$ cat src/rtl/m6809_core_pkg.sv
// ---------------------------------------------------------------------------
// m6809_core_pkg
// Shared definitions for the 6809 core datapath blocks:
//   - addressing-mode encodings used by the operand fetch unit
//   - opfetch state enumeration
//   - 16-bit zero word used as a reset value
//   - helper telling whether an opfetch state drives a bus read
// ---------------------------------------------------------------------------
package m6809_core_pkg;

   localparam logic [1:0]  MODE_IMM  = 2'b00;
   localparam logic [1:0]  MODE_DIR  = 2'b01;
   localparam logic [1:0]  MODE_EXT  = 2'b10;

   localparam logic [15:0] WORD_ZERO = 16'h0000;

   typedef enum logic [2:0] {
      OPF_IDLE   = 3'd0,
      OPF_PTR_HI = 3'd1,
      OPF_PTR_LO = 3'd2,
      OPF_DAT_HI = 3'd3,
      OPF_DAT_LO = 3'd4,
      OPF_VALID  = 3'd5
   } opf_state_e;

   // True for every state that owns the memory bus (pointer or data byte read).
   function automatic logic is_bus_state(input opf_state_e s);
      logic r;
      case (s)
         OPF_PTR_HI, OPF_PTR_LO, OPF_DAT_HI, OPF_DAT_LO: r = 1'b1;
         default:                                        r = 1'b0;
      endcase
      return r;
   endfunction

endpackage

$ cat src/rtl/m6809_core_opfetch16_if.sv
// ---------------------------------------------------------------------------
// m6809_core_opfetch16_if
// Groups the 8-bit memory read bus and the operand handshake towards the ALU.
//   mem_addr/mem_rd      read address and strobe (fetch unit -> memory)
//   mem_rdata/mem_ready  read data and completion (memory -> fetch unit)
//   operand/operand_valid assembled word (fetch unit -> ALU)
//   alu_accept           ALU consumes the operand (ALU -> fetch unit)
// master = fetch unit side, slave = memory/ALU side.
// ---------------------------------------------------------------------------
interface m6809_core_opfetch16_if;
   logic [15:0] mem_addr;
   logic        mem_rd;
   logic [7:0]  mem_rdata;
   logic        mem_ready;
   logic [15:0] operand;
   logic        operand_valid;
   logic        alu_accept;

   modport master (
      output mem_addr, mem_rd, operand, operand_valid,
      input  mem_rdata, mem_ready, alu_accept
   );

   modport slave (
      input  mem_addr, mem_rd, operand, operand_valid,
      output mem_rdata, mem_ready, alu_accept
   );
endinterface

$ cat src/rtl/m6809_core_wait_timer.sv
// ---------------------------------------------------------------------------
// m6809_core_wait_timer
// Counts consecutive stalled bus cycles and flags the cycle in which the
// WAIT_TIMEOUT-th consecutive stall is seen, so the owner can abort in that
// same cycle.
//   clk      core clock
//   reset    synchronous active-high reset
//   clear    restart the count (a read completed or the bus is idle)
//   stall    a read is pending and memory is not ready this cycle
//   timeout  this is the WAIT_TIMEOUT-th consecutive stalled cycle
// ---------------------------------------------------------------------------
module m6809_core_wait_timer #(
   parameter int unsigned WAIT_TIMEOUT = 15
) (
   input  logic clk,
   input  logic reset,
   input  logic clear,
   input  logic stall,
   output logic timeout
);

   localparam int unsigned   CW   = $clog2(WAIT_TIMEOUT + 1);
   localparam logic [CW-1:0] LAST = CW'(WAIT_TIMEOUT - 1);

   logic [CW-1:0] count_r;

   // Stall counter: clear has priority, counting stops at the last value.
   always_ff @(posedge clk) begin
      if (reset) begin
         count_r <= {CW{1'b0}};
      end else if (clear) begin
         count_r <= {CW{1'b0}};
      end else if (stall && (count_r != LAST)) begin
         count_r <= count_r + CW'(1);
      end else begin
         count_r <= count_r;
      end
   end

   // Combinational so the owner can abort on the timing-out cycle itself.
   assign timeout = stall && (count_r == LAST);

endmodule

$ cat src/rtl/m6809_core_opfetch16.sv
// ---------------------------------------------------------------------------
// m6809_core_opfetch16
// 16-bit operand fetch unit feeding the ALU RHS operand. Reads a big-endian
// word over the 8-bit bus in immediate, direct or extended mode, computes
// the PC after the operand bytes and holds the word until the ALU accepts.
//   clk, reset      core clock, synchronous active-high reset
//   start, mode     begin fetch (sampled in IDLE only), addressing mode
//   pc_in, dp_in    first operand byte address and direct page
//   bus (master)    memory read bus + operand/operand_valid/alu_accept
//   pc_out          advanced PC, valid with operand_valid
//   busy            high in every state except IDLE
//   err             one-cycle pulse: illegal mode or bus wait timeout
// Optional (macro M6809_OPFETCH_CYCLE_COUNT_EN):
//   fetch_cycles    cycles spent in bus states for the last fetch, sat. 31,
//                   plus a checker on legal state encoding.
// All outputs are registered; bus address/strobe are computed from the next
// state so they line up with the state that performs the read.
// ---------------------------------------------------------------------------
module m6809_core_opfetch16
   import m6809_core_pkg::*;
#(
   parameter int unsigned WAIT_TIMEOUT = 15
) (
   input  logic                         clk,
   input  logic                         reset,
   input  logic                         start,
   input  logic [1:0]                   mode,
   input  logic [15:0]                  pc_in,
   input  logic [7:0]                   dp_in,
   m6809_core_opfetch16_if.master       bus,
   output logic [15:0]                  pc_out,
   output logic                         busy,
   output logic                         err
`ifdef M6809_OPFETCH_CYCLE_COUNT_EN
   ,
   output logic [4:0]                   fetch_cycles
`endif
);

   opf_state_e  state_r, state_nxt_s;
   logic [15:0] ea_r, ea_nxt_s;
   logic [7:0]  hi_r, hi_nxt_s;
   logic [15:0] pc_r, pc_nxt_s;
   logic [7:0]  dp_r, dp_nxt_s;
   logic [1:0]  mode_r, mode_nxt_s;
   logic [15:0] mem_addr_r, addr_nxt_s;
   logic        mem_rd_r;
   logic [15:0] operand_r, operand_nxt_s;
   logic        operand_valid_r;
   logic [15:0] pc_out_r, pc_out_nxt_s;
   logic        busy_r;
   logic        err_r, err_nxt_s;

   logic        stall_s, done_s, clear_s, timeout_s;

   assign stall_s = mem_rd_r & ~bus.mem_ready;
   assign done_s  = mem_rd_r &  bus.mem_ready;
   assign clear_s = ~stall_s;

   m6809_core_wait_timer #(
      .WAIT_TIMEOUT (WAIT_TIMEOUT)
   ) u_wait_timer (
      .clk     (clk),
      .reset   (reset),
      .clear   (clear_s),
      .stall   (stall_s),
      .timeout (timeout_s)
   );

   // Next-state and next-register values; a timeout in any bus state aborts.
   always_comb begin
      state_nxt_s   = state_r;
      ea_nxt_s      = ea_r;
      hi_nxt_s      = hi_r;
      pc_nxt_s      = pc_r;
      dp_nxt_s      = dp_r;
      mode_nxt_s    = mode_r;
      addr_nxt_s    = mem_addr_r;
      operand_nxt_s = operand_r;
      pc_out_nxt_s  = pc_out_r;
      err_nxt_s     = 1'b0;

      case (state_r)
         OPF_IDLE: begin
            if (start) begin
               case (mode)
                  MODE_IMM: begin
                     pc_nxt_s    = pc_in;
                     mode_nxt_s  = mode;
                     ea_nxt_s    = pc_in;
                     addr_nxt_s  = pc_in;
                     state_nxt_s = OPF_DAT_HI;
                  end
                  MODE_DIR: begin
                     pc_nxt_s    = pc_in;
                     dp_nxt_s    = dp_in;
                     mode_nxt_s  = mode;
                     addr_nxt_s  = pc_in;
                     state_nxt_s = OPF_PTR_LO;
                  end
                  MODE_EXT: begin
                     pc_nxt_s    = pc_in;
                     mode_nxt_s  = mode;
                     addr_nxt_s  = pc_in;
                     state_nxt_s = OPF_PTR_HI;
                  end
                  default: begin
                     err_nxt_s   = 1'b1;
                     state_nxt_s = OPF_IDLE;
                  end
               endcase
            end else begin
               state_nxt_s = OPF_IDLE;
            end
         end

         OPF_PTR_HI: begin
            if (timeout_s) begin
               err_nxt_s   = 1'b1;
               state_nxt_s = OPF_IDLE;
            end else if (done_s) begin
               ea_nxt_s[15:8] = bus.mem_rdata;
               addr_nxt_s     = pc_r + 16'd1;
               state_nxt_s    = OPF_PTR_LO;
            end else begin
               state_nxt_s = OPF_PTR_HI;
            end
         end

         OPF_PTR_LO: begin
            if (timeout_s) begin
               err_nxt_s   = 1'b1;
               state_nxt_s = OPF_IDLE;
            end else if (done_s) begin
               if (mode_r == MODE_DIR) begin
                  ea_nxt_s     = {dp_r, bus.mem_rdata};
                  addr_nxt_s   = {dp_r, bus.mem_rdata};
                  pc_out_nxt_s = pc_r + 16'd1;
               end else begin
                  ea_nxt_s     = {ea_r[15:8], bus.mem_rdata};
                  addr_nxt_s   = {ea_r[15:8], bus.mem_rdata};
                  pc_out_nxt_s = pc_r + 16'd2;
               end
               state_nxt_s = OPF_DAT_HI;
            end else begin
               state_nxt_s = OPF_PTR_LO;
            end
         end

         OPF_DAT_HI: begin
            if (timeout_s) begin
               err_nxt_s   = 1'b1;
               state_nxt_s = OPF_IDLE;
            end else if (done_s) begin
               hi_nxt_s    = bus.mem_rdata;
               // 16-bit wrap: an operand at FFFF takes its low byte from 0000.
               addr_nxt_s  = ea_r + 16'd1;
               state_nxt_s = OPF_DAT_LO;
            end else begin
               state_nxt_s = OPF_DAT_HI;
            end
         end

         OPF_DAT_LO: begin
            if (timeout_s) begin
               err_nxt_s   = 1'b1;
               state_nxt_s = OPF_IDLE;
            end else if (done_s) begin
               // The high byte is held aside so an abort leaves operand untouched.
               operand_nxt_s = {hi_r, bus.mem_rdata};
               if (mode_r == MODE_IMM) begin
                  pc_out_nxt_s = pc_r + 16'd2;
               end else begin
                  pc_out_nxt_s = pc_out_r;
               end
               state_nxt_s = OPF_VALID;
            end else begin
               state_nxt_s = OPF_DAT_LO;
            end
         end

         OPF_VALID: begin
            if (bus.alu_accept) begin
               state_nxt_s = OPF_IDLE;
            end else begin
               state_nxt_s = OPF_VALID;
            end
         end

         default: begin
            state_nxt_s = OPF_IDLE;
         end
      endcase
   end

   // State and registered outputs; strobes are derived from the next state.
   always_ff @(posedge clk) begin
      if (reset) begin
         state_r         <= OPF_IDLE;
         ea_r            <= WORD_ZERO;
         hi_r            <= 8'h00;
         pc_r            <= WORD_ZERO;
         dp_r            <= 8'h00;
         mode_r          <= MODE_IMM;
         mem_addr_r      <= WORD_ZERO;
         mem_rd_r        <= 1'b0;
         operand_r       <= WORD_ZERO;
         operand_valid_r <= 1'b0;
         pc_out_r        <= WORD_ZERO;
         busy_r          <= 1'b0;
         err_r           <= 1'b0;
      end else begin
         state_r         <= state_nxt_s;
         ea_r            <= ea_nxt_s;
         hi_r            <= hi_nxt_s;
         pc_r            <= pc_nxt_s;
         dp_r            <= dp_nxt_s;
         mode_r          <= mode_nxt_s;
         mem_addr_r      <= addr_nxt_s;
         mem_rd_r        <= is_bus_state(state_nxt_s);
         operand_r       <= operand_nxt_s;
         operand_valid_r <= (state_nxt_s == OPF_VALID);
         pc_out_r        <= pc_out_nxt_s;
         busy_r          <= (state_nxt_s != OPF_IDLE);
         err_r           <= err_nxt_s;
      end
   end

   assign bus.mem_addr      = mem_addr_r;
   assign bus.mem_rd        = mem_rd_r;
   assign bus.operand       = operand_r;
   assign bus.operand_valid = operand_valid_r;
   assign pc_out            = pc_out_r;
   assign busy              = busy_r;
   assign err               = err_r;

`ifdef M6809_OPFETCH_CYCLE_COUNT_EN
   logic [4:0] cyc_r;
   logic [4:0] fetch_cycles_r;
   logic [4:0] cyc_inc_s;

   assign cyc_inc_s = (cyc_r == 5'd31) ? 5'd31 : (cyc_r + 5'd1);

   // Counts bus-state cycles (waits included) and publishes on entry to VALID.
   always_ff @(posedge clk) begin
      if (reset) begin
         cyc_r          <= 5'd0;
         fetch_cycles_r <= 5'd0;
      end else begin
         if (state_r == OPF_IDLE) begin
            cyc_r <= 5'd0;
         end else if (is_bus_state(state_r)) begin
            cyc_r <= cyc_inc_s;
         end else begin
            cyc_r <= cyc_r;
         end
         if (is_bus_state(state_r) && (state_nxt_s == OPF_VALID)) begin
            fetch_cycles_r <= cyc_inc_s;
         end else begin
            fetch_cycles_r <= fetch_cycles_r;
         end
      end
   end

   assign fetch_cycles = fetch_cycles_r;

   m6809_core_opfetch16_chk u_chk (
      .clk   (clk),
      .reset (reset),
      .state (state_r)
   );
`endif

endmodule

`ifdef M6809_OPFETCH_CYCLE_COUNT_EN
// ---------------------------------------------------------------------------
// m6809_core_opfetch16_chk
// Checker: the opfetch state register must always decode to exactly one of
// the six legal states.
// ---------------------------------------------------------------------------
module m6809_core_opfetch16_chk
   import m6809_core_pkg::*;
(
   input logic       clk,
   input logic       reset,
   input opf_state_e state
);

   logic [5:0] dec_s;

   // One-hot decode of the state; an unlisted encoding gives all zeros.
   always_comb begin
      dec_s = 6'b000000;
      case (state)
         OPF_IDLE:   dec_s = 6'b000001;
         OPF_PTR_HI: dec_s = 6'b000010;
         OPF_PTR_LO: dec_s = 6'b000100;
         OPF_DAT_HI: dec_s = 6'b001000;
         OPF_DAT_LO: dec_s = 6'b010000;
         OPF_VALID:  dec_s = 6'b100000;
         default:    dec_s = 6'b000000;
      endcase
   end

   state_legal: assert property (@(posedge clk) disable iff (reset) $onehot(dec_s));

endmodule
`endif

$ cat src/flat_wrapper.sv
// flat-port wrapper written by rule: the top's interface ports become plain ports
module m6809_core_opfetch16_flat import m6809_core_pkg::*;
#(
   parameter int unsigned WAIT_TIMEOUT = 15
)
  (clk, reset, start, mode, pc_in, dp_in, pc_out, busy, err, bus_mem_addr, bus_mem_rd, bus_operand, bus_operand_valid, bus_mem_rdata, bus_mem_ready, bus_alu_accept);
  m6809_core_opfetch16_if bus_i ();
  input  logic clk;
  input  logic reset;
  input  logic start;
  input  logic [1:0] mode;
  input  logic [15:0] pc_in;
  input  logic [7:0] dp_in;
  output logic [15:0] pc_out;
  output logic busy;
  output logic err;
  output wire logic [$bits(bus_i.mem_addr)-1:0] bus_mem_addr;
  output wire logic [$bits(bus_i.mem_rd)-1:0] bus_mem_rd;
  output wire logic [$bits(bus_i.operand)-1:0] bus_operand;
  output wire logic [$bits(bus_i.operand_valid)-1:0] bus_operand_valid;
  input wire logic [$bits(bus_i.mem_rdata)-1:0] bus_mem_rdata;
  input wire logic [$bits(bus_i.mem_ready)-1:0] bus_mem_ready;
  input wire logic [$bits(bus_i.alu_accept)-1:0] bus_alu_accept;
  assign bus_mem_addr = bus_i.mem_addr;
  assign bus_mem_rd = bus_i.mem_rd;
  assign bus_operand = bus_i.operand;
  assign bus_operand_valid = bus_i.operand_valid;
  assign bus_i.mem_rdata = bus_mem_rdata;
  assign bus_i.mem_ready = bus_mem_ready;
  assign bus_i.alu_accept = bus_alu_accept;
  m6809_core_opfetch16 #(.WAIT_TIMEOUT(WAIT_TIMEOUT)) u_core (.clk(clk), .reset(reset), .start(start), .mode(mode), .pc_in(pc_in), .dp_in(dp_in), .bus(bus_i), .pc_out(pc_out), .busy(busy), .err(err));
endmodule
$ cat config.mk
export PLATFORM = sky130hd
export DESIGN_NAME = m6809_core_opfetch16_flat
export DESIGN_NICKNAME = d
export VERILOG_FILES = /design/src/rtl/m6809_core_pkg.sv /design/src/rtl/m6809_core_opfetch16_if.sv /design/src/rtl/m6809_core_wait_timer.sv /design/src/rtl/m6809_core_opfetch16.sv /design/src/flat_wrapper.sv
export SDC_FILE = /design/constraint.sdc
export NUM_CORES = 1
export LEC_CHECK = 0
export ABC_CLOCK_PERIOD_IN_PS = 3200
export CAP_MARGIN = 20
export CORE_ASPECT_RATIO = 1.25
export CORE_MARGIN = 3
export CORE_UTILIZATION = 40
export DETAILED_ROUTE_END_ITERATION = 6
export SLEW_MARGIN = 40
export SYNTH_ARGS = -nofsm -noshare
export SYNTH_HDL_FRONTEND = slang
export SYNTH_HIERARCHICAL = 1
export SYNTH_SLANG_ARGS = --single-unit
$ cat constraint.sdc
create_clock -name clk -period 3.2 [get_ports clk]
set_input_delay 0.8 -clock clk [delete_from_list [all_inputs] [get_ports clk]]
set_output_delay 0.8 -clock clk [all_outputs]
set_load 0.03 [all_outputs]
placement_by_type.png
Fill, decap, tap and diode cells in gray.
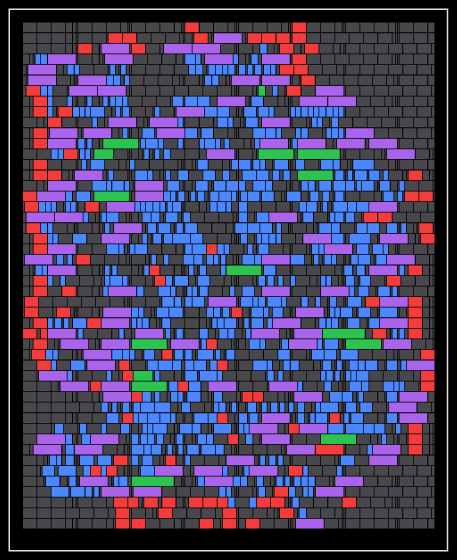
color	class	cells	share of their area
blue	combinational and other logic	563	48%
red	other buffers and delay cells	115	16%
green	clock drivers and dummy loads	15	5.0%
purple	flops	109	32%
final core utilization: 0.514
Rows: 48
core area: 0.0139 mm²
Post-Layout Inst Area: 0.00713 mm²

clk_routes.png
Bar = 20 µm.
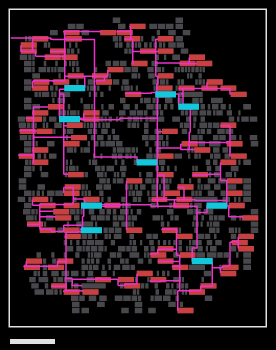
[cyan] clock drivers | count: 9
[red] flip-flops | count: 109
[magenta] clock wires | length: 1320 µm
flops lie	widely spread

==> deck_impl_summary.md <==
Key Metrics from the Run

Run status
  – Status: finished clean

Setup path
  – WP data arrival: 3.03 ns
  – Slowest-stage cell, CP: a2bb2oi_1
  – CP bufs+invs: 2
  – Worst-path cell chain: clkdlybuf4s50_1, nand2b_1, inv_1, and4_2, and3b_1, a2bb2oi_1, nor2_2, o21ai_0, o21ai_1
  – Top Family by Delay on Critical Path: simple AND/OR/NAND/NOR gates
  – Crit path DRT: between 3 and 4 ns

Synth
  – Number of synthesized flops with an enable pin: 0
  – Dominant cell type by area after synthesis: dfxtp_1
  – Adder share: 0.0110
  – Yosys xor share: 0.0556
  – Syn Inst Count: about 720
  – Complex Gates by Area: 0.224
  – Synthesis area per yosys: 0.00567 mm²
  – Main logic family: simple AND/OR/NAND/NOR gates
  – Yosys warning tally: 6
  – Top cells by area: dfxtp_1, nand2_1, a21oi_1
  – Avg Cell Area, Syn: 7.86 µm²
  – Post-synthesis simple-gate area fraction: 0.247
  – Top cells by count: nand2_1, dfxtp_1, nor2_1
  – Count leader, synth: nand2_1
  – Post-Syn Nets: between 700 and 800
  – Ys async rst share: 0
  – Synth Flop Type: dfxtp_1
  – Synth flops: roughly 110

Place
  – Placer Congestion: 0.965
  – HPWL after DPL: 13.4 mm
  – Place WS: 0.0927 ns
  – Dpl cell area: between 0.006 and 0.007 mm²
  – Placed Cells: 962

Worst hold path
  – Type of the tightest min-delay check: flop to flop

Run
  – Log Warnings: 27
  – Max-cap violations: 0

Routing
  – Drt wl/cell: ~18 µm
  – 1st-pass router iterations: 6
  – Final wirelength: between 15 and 20 mm
  – Initial drt markers: 430
  – Post-DRT Antenna Nets: 0

Layout
  – Most frequent logic cell in the layout: nand2_1
  – Nets: roughly 840
  – Most frequent cells in the layout: nand2_1, dfxtp_1, clkdlybuf4s50_1, nor2_1, a21oi_1
  – Area Overhead vs Synth: 25.8%
  – Layout fillers: between 1000 and 1500
  – Reg area: roughly 0.0022 mm²
  – Non-Filler Instances: a little under 1000

Final timing
  – Final worst setup slack: ~0.38 ns
  – Worst Tran Pin Value: approximately 0.78 ns
  – Worst Hold Margin: between 0.4 and 0.5 ns
  – Normalized max-slew margin: 0.477
  – Post-layout period usage: 0.880

Clocking
  – CTS tree: done
  – Clk_lat worst skew: ~0.35 ns
  – Max H-tree Level: 3
  – Setup bufs post-CTS: 0
  – CTS buffer count: 9
  – Reg clk slew, reported paths: 0.07 ns

Power and ir drop
  – Clk pwr share: 0.372
  – Comb power: roughly 670 µW
  – Leakage power: 0.00245 µW
  – Sw Pwr: between 900 and 1000 µW

Die
  – Starting density of the core: 0.409
  – Die width: 113 µm

GRT
  – Largest net degree at the start of global routing: 32
  – Antenna violations before repair: 0
clocks.png
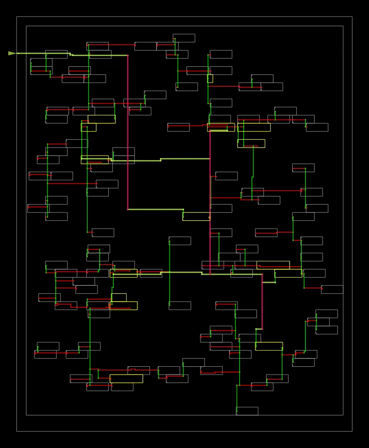
clock sinks: 109
clock buffers: 11
Final Skew: 0.00620 ns
power in the clock group: 1300 µW
FFs & Latches: 109

-- state kept, by name (all words and copies together), names as in the netlist --
name / flops
u_core/ea_r: 16
u_core/pc_r: 16
u_core/err: 1
u_core/state_r: 3
u_core/dp_r: 8
u_core/u_wait_timer/count_r: 4
u_core/hi_r: 8
u_core/bus.mem_addr: 16
u_core/busy: 1
u_core/bus.operand_valid: 1
u_core/pc_out: 16
u_core/bus.operand: 16
u_core/bus.mem_rd: 1
u_core/mode_r: 2
-- area by class of cell --
type                    count  share of cell area
repair buffers            115               0.154
flip-flops and latches    109               0.306
multi-input cells         552               0.455
inverters                  11             0.00579
clock buffers              11              0.0354
clock inverters             4              0.0133
well taps                 175              0.0307
-- worst paths after layout --
| check | startpoint | endpoint | slack, ns | cells past startpoint |
|---|---|---|---|---|
| hold reg to reg | u_core/bus.mem_addr[3]$_SDFFE_PP0P_ | u_core/bus.mem_addr[3]$_SDFFE_PP0P_ | 0.46 | 1 |
| setup / recovery | bus_mem_ready | u_core/bus.mem_addr[9]$_SDFFE_PP0P_ | 0.38 | 9 |
| hold / removal | u_core/bus.mem_addr[3]$_SDFFE_PP0P_ | u_core/bus.mem_addr[3]$_SDFFE_PP0P_ | 0.46 | 1 |
| setup reg to reg | u_core/u_wait_timer/count_r[0]$_SDFFE_PP0P_ | u_core/bus.mem_addr[9]$_SDFFE_PP0P_ | 0.84 | 8 |
-- metal layers --
metal,vias up,share of wire,global-route usage
met5,-,0,0
met4,0,0.027,0.0766
met3,33,0.060,0.0467
met2,206,0.49,0.379
met1,2700,0.43,0.286
li1,2734,-,-
-- worst reg2reg max path: cells and delay by family (launching register included) --
family	cells	cell delay, ns
AND-OR/OR-AND	3	0.87
AND/OR/NAND/NOR	3	0.72
flip-flops	1	0.34
adder cells (fa/ha/maj)	1	0.22
buffers and inverters	1	0.09
Power is estimated from default activity; no workload was simulated.
